**src/rtl/store_data_pack.sv**
```systemverilog
// store_data_pack: packs SB/SH/SW data into lane-replicated words, buffers them in a 2-entry FIFO, and pulses a fault on misaligned or illegal stores
module store_data_pack #(
  parameter int ADDR_W = 32,
  parameter int CNT_W  = 16
) (
  input  logic              clock,
  input  logic              reset_n,
  input  logic              i_flush,
  input  logic              i_valid,
  output logic              o_ready,
  input  logic [ADDR_W-1:0] i_addr,
  input  logic [1:0]        i_size,
  input  logic [31:0]       i_data,
  output logic              o_mem_valid,
  input  logic              i_mem_ready,
  output logic [ADDR_W-1:0] o_mem_addr,
  output logic [31:0]       o_mem_wdata,
  output logic [3:0]        o_mem_be,
  output logic              o_fault,
  output logic [ADDR_W-1:0] o_fault_addr,
  output logic [CNT_W-1:0]  o_store_count
);
  logic [ADDR_W-1:0] f_addr [2];
  logic [31:0]       f_data [2];
  logic [3:0]        f_be   [2];
  logic              rd, wr;
  logic [1:0]        cnt;
  logic              bad, acc, push, pop;
  logic [31:0]       wdata;
  logic [3:0]        be;
  always_comb begin
    bad   = (i_size == 2'b11) || (i_size == 2'b01 && i_addr[0]) || (i_size == 2'b10 && i_addr[1:0] != 2'b00);
    wdata = i_size == 2'b00 ? {4{i_data[7:0]}} : i_size == 2'b01 ? {2{i_data[15:0]}} : i_data;
    be    = i_size == 2'b00 ? 4'b0001 << i_addr[1:0] : i_size == 2'b01 ? 4'b0011 << {i_addr[1], 1'b0} : 4'b1111;
  end
  assign o_ready     = !cnt[1];
  assign o_mem_valid = cnt != 2'd0;
  assign o_mem_addr  = f_addr[rd];
  assign o_mem_wdata = f_data[rd];
  assign o_mem_be    = f_be[rd];
  // a transfer coinciding with a flush is discarded outright, fault included
  assign acc  = i_valid & o_ready & !i_flush;
  assign push = acc & !bad;
  assign pop  = o_mem_valid & i_mem_ready;
  always_ff @(posedge clock or negedge reset_n) begin
    if (!reset_n) begin
      f_addr[0]     <= '0;
      f_addr[1]     <= '0;
      f_data[0]     <= '0;
      f_data[1]     <= '0;
      f_be[0]       <= '0;
      f_be[1]       <= '0;
      rd            <= 1'b0;
      wr            <= 1'b0;
      cnt           <= 2'd0;
      o_fault       <= 1'b0;
      o_fault_addr  <= '0;
      o_store_count <= '0;
    end else begin
      o_fault <= acc & bad;
      if (acc & bad) o_fault_addr <= i_addr;
      if (push) o_store_count <= o_store_count + 1'b1;
      if (i_flush) begin
        rd  <= 1'b0;
        wr  <= 1'b0;
        cnt <= 2'd0;
      end else begin
        if (push) begin
          f_addr[wr] <= {i_addr[ADDR_W-1:2], 2'b00};
          f_data[wr] <= wdata;
          f_be[wr]   <= be;
          wr         <= !wr;
        end
        if (pop) rd <= !rd;
        cnt <= cnt + 2'(push) - 2'(pop);
      end
    end
  end
endmodule
```
**config.mk**
```make
export PLATFORM = sky130hd
export DESIGN_NAME = store_data_pack
export DESIGN_NICKNAME = d
export VERILOG_FILES = /design/src/rtl/store_data_pack.sv
export SDC_FILE = /design/constraint.sdc
export NUM_CORES = 1
export LEC_CHECK = 0
export CORE_ASPECT_RATIO = 0.5
export CORE_MARGIN = 10
export CORE_UTILIZATION = 54
export DETAILED_ROUTE_END_ITERATION = 6
export MAX_ROUTING_LAYER = met4
export PLACE_DENSITY = 0.85
export SYNTH_ARGS = -nofsm -noshare
export SYNTH_HDL_FRONTEND = slang
export SYNTH_SLANG_ARGS = --single-unit
```
**constraint.sdc**
```tcl
create_clock -name clock -period 5.85 [get_ports clock]
set_input_delay 1.17 -clock clock [delete_from_list [all_inputs] [get_ports clock]]
set_output_delay 1.17 -clock clock [all_outputs]
set_load 0.01 [all_outputs]
```
Figure 1. M2 wires (run 1).
Scale: 2 px per µm.
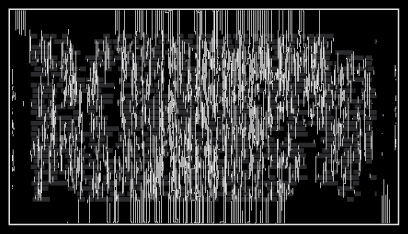
- nets with wire on the layer: 818
- main direction: vertical
- longest straight run: 46.2 µm
total via count after detailed routing: 5528
final wirelength: 19800 µm
M2 GR Usage: 34.4%

Figure 2. Gate families picked out (run 1).
Scale: 3 px per µm.
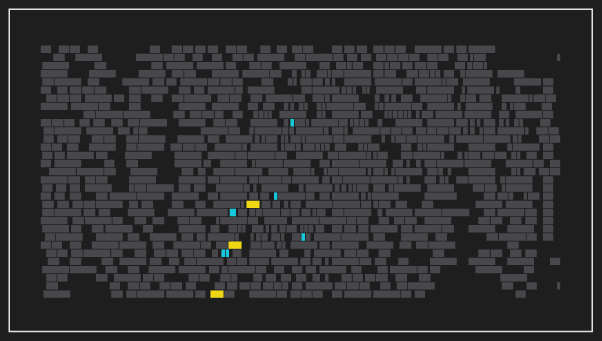
- cyan: inv cells (cells 6)
- yellow: fa/ha/maj cells (cells 3)
Comb area share: 31.0%
count of placed standard cells in the final layout, fillers left out: 1016
highest-count logic cell in the final layout: sky130_fd_sc_hd__clkdlybuf4s50_1

==> qor.tcl, run 1 <==
set qor(postPlaceCellArea_um2) 10200
set qor(clk_pin_slew_ps) 80
set qor(antenna-diode-count) 0
set qor(largest_reg_flops) 64
set qor(tool_warnings) 26
set qor(cp_cell_sequence) {clkdlybuf4s50_1 -> a21oi_2 -> o211ai_4 -> buf_4 -> mux2_2}
set qor(placeable_core_region_um2) 14600
set qor(cts-root-to-sink-buffers) 2
set qor(crit_arrival_ps) 4020
set qor(critical_path.max_stage_delay_ps) 960
set qor(synth_cell_types) 38
set qor(yosys_register_bits) 185
set qor(drc) 0
set qor(clk-insertion-delay-late_ps) 430
set qor(hold_class) {flop to flop}
set qor(placed_cells_incl_taps) 984
set qor(dominantRegCellSynth) {sky130_fd_sc_hd__dfrtp_1}
set qor(placement_rows) 31
set qor(startpoint_type) {input pin}
set qor(nNonClkBuffers) 194
set qor(report.final.setup_viol) 0
set qor(htreeDepth) 4
set qor(min_period_over_period_pct) 63.3
set qor(chip_area_um2) 20700
set qor(signal_buffer_area_fraction_pct) 18.0
set qor(io-pin-count) 190
set qor(postSynthCellCount) 628
set qor(outcome) {complete, no violations}
set qor(global_route.overflow_total) 0
set qor(rsz0062_at_grt) {no}
set qor(layout.core_utilization_pct) 73.6
set qor(critical_path.max_fanout) 39
set qor(top_signal_layer_used) {met4}
set qor(finalClockSkew_ps) 13.2
set qor(fill_cells) 1016
set qor(multi_input_gate_area_um2) 3330
set qor(worst_ir_drop_on_vdd_uv) 259
set qor(place.gp.congestion) 0.859
set qor(crit_family) {buffers and inverters}
set qor(cts_sinks) 185
set qor(period_minus_slack_ps) 3700
set qor(post_drt_via_cell_ratio) 5.44
set qor(timing.final.max_slew_violations) 0
set qor(crit_slowest_cell) {sky130_fd_sc_hd__clkdlybuf4s50_1}
set qor(grt_first_pass_wirelength_um) 32000
set qor(overall_die_height_um) 107
Figure 3. Track usage over the die (run 1).
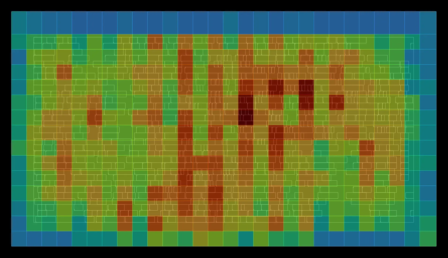
grt met1 use: 22.1%
met3 layer usage reported by global route: 4.32%
average wire length per cell after detail routing: 19.5 µm

run 1: worst paths after layout:
check	endpoint	slack [ps]	cells past startpoint	start
setup / recovery	f_data[7]	2150	5	i_size[0]
hold / removal	f_be[1]	480	2	f_be[1]
setup reg to reg	o_fault_addr[16]	3500	4	cnt[1]
hold reg to reg	f_be[1]	480	2	f_be[1]
max in group asynchronous	f_data[46]	3910	2	reset_n
min in group asynchronous	o_fault_addr[24]	720	1	reset_n
run 1: power breakdown:
part / internal [µW] / switching (µW)
Combinational: 1210 / 737
Sequential: 1790 / 321
Clock: 607 / 537
Total: 3600 / 1600
run 1: synthesized netlist by cell type, types with 2 or more instances:
master	count	area [µm²]
sky130_fd_sc_hd__mux2i_1	24	240
sky130_fd_sc_hd__buf_2	20	100
sky130_fd_sc_hd__a21oi_1	10	50.1
sky130_fd_sc_hd__o211ai_2	2	25.0
sky130_fd_sc_hd__nand2b_1	2	12.5
sky130_fd_sc_hd__o21ai_0	57	285
sky130_fd_sc_hd__inv_1	5	18.8
sky130_fd_sc_hd__nand2_1	63	236
sky130_fd_sc_hd__mux2_1	2	22.5
sky130_fd_sc_hd__nand3_1	3	15.0
sky130_fd_sc_hd__buf_6	3	33.8
sky130_fd_sc_hd__buf_4	5	37.5
sky130_fd_sc_hd__clkbuf_1	6	22.5
sky130_fd_sc_hd__ha_1	3	37.5
sky130_fd_sc_hd__xnor2_1	12	105
sky130_fd_sc_hd__nor3_1	2	10.0
sky130_fd_sc_hd__xor2_1	5	43.8
sky130_fd_sc_hd__buf_1	3	11.3
sky130_fd_sc_hd__and4_1	2	17.5
sky130_fd_sc_hd__nand4_1	7	43.8
sky130_fd_sc_hd__dfrtp_1	185	4630
sky130_fd_sc_hd__nor2_1	20	75.1
sky130_fd_sc_hd__mux2_2	172	1940
run 1: kinds of logic after synthesis:
| logic type | synth area share [%] |
|---|---|
| buf+inv | 2.82 |
| other cells | 0.0459 |
| flops | 56.7 |
| xor+xnor | 2.02 |
| mux | 27.0 |
| simple gates | 6.13 |
| fa+ha+maj | 0.460 |
| compound gates | 4.84 |
run 1: placed cells by master, fill, tap and decap left out, types with 3 or more instances in the layout:
cell type	Yosys	routed
sky130_fd_sc_hd__inv_8	0	5
sky130_fd_sc_hd__buf_4	5	6
sky130_fd_sc_hd__clkinv_4	0	4
sky130_fd_sc_hd__inv_1	5	5
sky130_fd_sc_hd__inv_6	0	3
sky130_fd_sc_hd__xor2_1	5	5
sky130_fd_sc_hd__a21oi_1	10	10
sky130_fd_sc_hd__nand3_1	3	3
sky130_fd_sc_hd__clkbuf_16	0	17
sky130_fd_sc_hd__nor2_1	20	20
sky130_fd_sc_hd__nand4_1	7	7
sky130_fd_sc_hd__ha_1	3	3
sky130_fd_sc_hd__mux2_2	172	172
sky130_fd_sc_hd__o21ai_0	57	57
sky130_fd_sc_hd__mux2i_1	24	24
sky130_fd_sc_hd__clkdlybuf4s50_1	0	186
sky130_fd_sc_hd__xnor2_1	12	12
sky130_fd_sc_hd__nand2_1	63	63
sky130_fd_sc_hd__dfrtp_1	185	184
## Run 2: what changed since run 1
- CORE_UTILIZATION: 54 -> 50
- PLACE_DENSITY: 0.85 -> 0.8
- clock period: 5.85 -> 3.8 ns (I/O delays scaled with it)
Figure 4. Gate families picked out (run 2).
Scale: 3 px per µm.
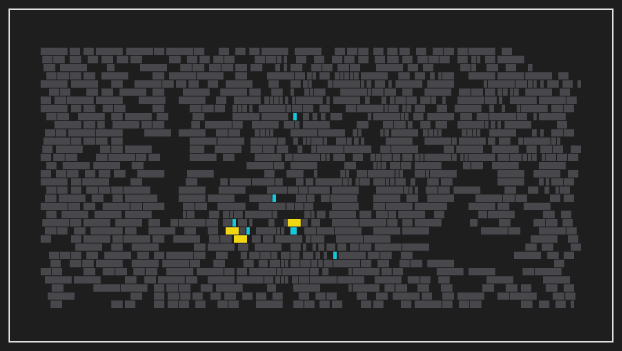
- cyan: inv cells (cells 6)
- yellow: fa/ha/maj cells (cells 3)

==> qor.tcl, run 2 <==
set qor(cp_cell_sequence) {buf_12 -> mux2_2 -> clkdlybuf4s50_1}
set qor(worst_ir_drop_on_vdd_uv) 465
set qor(finalWirelength_um) 19800
set qor(wl_per_cell_um) 19.0
set qor(synth.most_common_cell) {sky130_fd_sc_hd__dfrtp_1}
set qor(comb_power_share_pct) 38.5
set qor(cell_internal_pwr_uw) 5680
set qor(largest_reg_flops) 64
set qor(layout_top_cells_excl_fill_tap) {sky130_fd_sc_hd__clkdlybuf4s50_1 (186), sky130_fd_sc_hd__dfrtp_1 (184), sky130_fd_sc_hd__mux2_2 (172)}
set qor(grt_first_pass_wirelength_um) 31400
set qor(switching_power_summed_over_all_nets_uw) 2350
set qor(r2r.worst_path.cells) 9
set qor(synth_cell_types) 38
set qor(hold_class) {input pin to async pin}
set qor(clk_pin_slew_ps) 70
set qor(critical_path.max_fanout) 59
set qor(tool_warnings) 26
set qor(outcome) {complete, no violations}
set qor(drc) 0
set qor(fill_cells) 1133
set qor(worst_r2r_endpoint) {cnt[1]}
set qor(path_depth) 3
set qor(place.gp.congestion) 0.818
set qor(r2r_setup_slack_ps) 1540
set qor(yosys_register_bits) 185
set qor(antenna-diode-count) 0
set qor(timing.final.max_slew_violations) 0
set qor(p_clk_share_pct) 22.2
set qor(multi_input_gate_area_um2) 3330
set qor(worst_r2r_startpoint) {cnt[1]}
set qor(placement_rows) 32
set qor(area_leaders) {sky130_fd_sc_hd__dfrtp_1 (57%), sky130_fd_sc_hd__mux2_2 (24%), sky130_fd_sc_hd__o21ai_0 (3.5%)}
set qor(layout_top_cell) {sky130_fd_sc_hd__clkdlybuf4s50_1}
set qor(startpoint_type) {flop}
set qor(global_route.overflow_total) 0
set qor(power.switching_fraction_pct) 29.3
set qor(seq_power_share_pct) 39.3
set qor(placed_cells_incl_taps) 1014
set qor(io-pin-count) 190
set qor(chip_area_um2) 22100
set qor(dr_total_vias) 5449
set qor(post_drt_via_cell_ratio) 5.21
set qor(period_minus_slack_ps) 3010
set qor(cts-root-to-sink-buffers) 2
set qor(critical_path.max_stage_delay_ps) 520
==> run 2: cell type report <==
class                           instances  area share (%)
Clock inverter                         10            1.33
Sequential cell                       185            42.6
Tap cell                              221            2.54
Clock buffer                           21            4.14
Multi-Input combinational cell        401            30.6
Timing Repair Buffer                  201            18.5
Inverter                                6           0.230
==> run 2: through the flow <==
stage,util [%],cell area [µm²],worst slack [ps],hold slack [ps]
floorplan,-,8170,1520,444
global placement,65.5,10300,643,456
detailed placement,65.5,10300,581,465
CTS,69.3,10900,770,381
global route,69.3,10900,718,402
finish,69.3,10900,788,362
==> run 2: cell families after synthesis <==
| logic type | share of synthesized area [%] |
|---|---|
| XOR/XNOR | 2.02 |
| other | 0.0459 |
| AND/OR/NAND/NOR | 6.13 |
| AND-OR/OR-AND | 4.84 |
| adder cells (fa/ha/maj) | 0.460 |
| buffers and inverters | 2.82 |
| multiplexers | 27.0 |
| flip-flops | 56.7 |
==> run 2: how the worst max path moves through the flow <==
| stage | slack, ps | end | from |
|---|---|---|---|
| after floorplan | 1520 | cnt[1] | i_size[0] |
| after detailed placement | 580 | cnt[1] | i_addr[0] |
| final | 790 | o_mem_wdata[30] | rd |
| after global placement | 640 | cnt[1] | i_addr[0] |
| after global routing | 720 | o_mem_wdata[30] | rd |
| after CTS | 770 | o_mem_wdata[30] | rd |
==> run 2: routing by layer <==
layer  part of all wire [%]  up-vias  track usage (%)  wire length (µm)
met3                    4.0       14             4.22               786
met4                    1.3        0             4.99               251
li1                       -     2565                -                 -
met5                      0        -                -                 0
met2                     52      108             32.4             10300
met1                     43     2762             20.9              8550
==> run 2: power groups by stage <==
stage,combinational [µW],clock (µW),sequential (µW)
after CTS,3160,1830,3160
final,3090,1780,3160
after global placement,3090,0,3130
after global routing,3340,1910,3260
after detailed placement,3140,0,3190
after floorplan,1520,0,3140
## Run 3: what changed since run 2
- clock period: 3.8 -> 3.1 ns (I/O delays scaled with it)
Figure 5. M3 wires (run 3).
Scale: 2 px per µm.
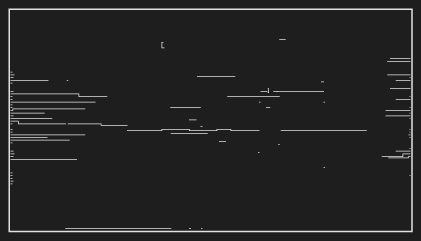
- main direction: horizontal
- longest straight run: 52.7 µm
- wire length on this layer: 793 µm
total via count after detailed routing: 5488
final wirelength: 20100 µm
met3 layer usage reported by global route: 4.40%

==> qor.tcl, run 3 <==
set qor(outcome) {complete, no violations}
set qor(worst_setup_path_endpoint) {o_mem_wdata[7]}
set qor(rsz0062_at_grt) {no}
set qor(r2r_setup_slack_ps) 1180
set qor(cts-root-to-sink-buffers) 2
set qor(placeable_core_region_um2) 15700
set qor(io-pin-count) 190
set qor(overall_die_height_um) 110
set qor(period_minus_slack_ps) 2890
set qor(clk-insertion-delay-late_ps) 420
set qor(worst_ir_drop_on_vdd_uv) 466
set qor(worst_r2r_startpoint) {cnt[1]}
set qor(htreeDepth) 4
set qor(critical_path.max_fanout) 19
set qor(yosys_register_bits) 185
set qor(synth_cell_types) 38
set qor(synth_largest_type_area_fraction_pct) 56.7
set qor(cts_sinks) 185
set qor(worst_r2r_endpoint) {cnt[1]}
set qor(crit_arrival_ps) 2270
set qor(layout_top_cells_excl_fill_tap) {sky130_fd_sc_hd__clkdlybuf4s50_1 (186), sky130_fd_sc_hd__dfrtp_1 (184), sky130_fd_sc_hd__mux2_2 (172)}
set qor(place.gp.congestion) 0.844
set qor(placement_rows) 32
set qor(postPlaceCellArea_um2) 10400
set qor(min_period_over_period_pct) 93.4
set qor(report.final.setup_viol) 0
set qor(layout_top_cell) {sky130_fd_sc_hd__clkdlybuf4s50_1}
set qor(dominantRegCellSynth) {sky130_fd_sc_hd__dfrtp_1}
set qor(finish.instance_area_um2) 11000
set qor(drc) 0
set qor(finalClockSkew_ps) 6.79
set qor(wl_per_cell_um) 19.1
set qor(chip_area_um2) 22100
set qor(post_synth_most_frequent_cells) {sky130_fd_sc_hd__dfrtp_1 (185), sky130_fd_sc_hd__mux2_2 (172), sky130_fd_sc_hd__nand2_1 (63)}
set qor(timing.final.max_slew_violations) 0
## run 3: routing by layer
metal	vias to the layer above	part of all wire [%]	track usage (%)
met1	2802	44	22.5
met3	20	3.9	4.40
met4	0	1.5	5.48
met5	-	0	-
met2	91	50	31.2
li1	2575	-	-
## run 3: layout make-up
cell class | count | area, µm² | area share (%)
clock buffer | 20 | 457 | 4.17
clock inverter | 12 | 140 | 1.28
tap | 221 | 277 | 2.52
antenna | 1 | 2.50 | 0.0228
inverter | 6 | 25.0 | 0.228
multi-input combinational | 401 | 3330 | 30.4
timing repair buffer | 206 | 2100 | 19.2
sequential | 185 | 4630 | 42.2
## run 3: logic make-up after synthesis
kind of cell    synth area share [%]
compound gates                  4.84
xor+xnor                        2.02
fa+ha+maj                      0.460
buf+inv                         2.82
flops                           56.7
mux                             27.0
other cells                   0.0459
simple gates                    6.13
## run 3: how the worst min path moves through the flow
stage / start / endpoint / slack (ps) / depth (start not counted)
2_1_floorplan: reset_n / cnt[0] / 320 / 0
6_report: reset_n / o_fault_addr[19] / 220 / 1
5_1_grt: reset_n / o_fault_addr[19] / 260 / 1
3_5_place_dp: f_data[16] / f_data[16] / 470 / 2
4_1_cts: reset_n / o_fault_addr[23] / 240 / 1
3_3_place_gp: f_data[15] / f_data[15] / 460 / 2
## run 3: metrics by stage
stage / std cells / util [%] / total power, µW
6_report: 1052 / 69.9 / 9900
5_1_grt: 1052 / 69.9 / 10500
4_1_cts: 1051 / 69.8 / 10000
3_5_place_dp: 1019 / 66.0 / 7820
3_3_place_gp: 1019 / 66.0 / 7680
2_1_floorplan: 629 / - / 5710
## run 3: worst max-delay path: stages, from the launching register on
cell,delay [ps]
sky130_fd_sc_hd__dfrtp_2,740
sky130_fd_sc_hd__buf_12,250
sky130_fd_sc_hd__mux2_2,350
sky130_fd_sc_hd__clkdlybuf4s50_1,500
## run 3: power by group
group / total, µW / switching, µW / internal (µW)
Sequential: 3900 / 527 / 3370
Clock: 2180 / 934 / 1250
Combinational: 3830 / 1490 / 2340
Total: 9900 / 2950 / 6960
Power figures rest on the tool's default switching activity, not on a simulated workload.
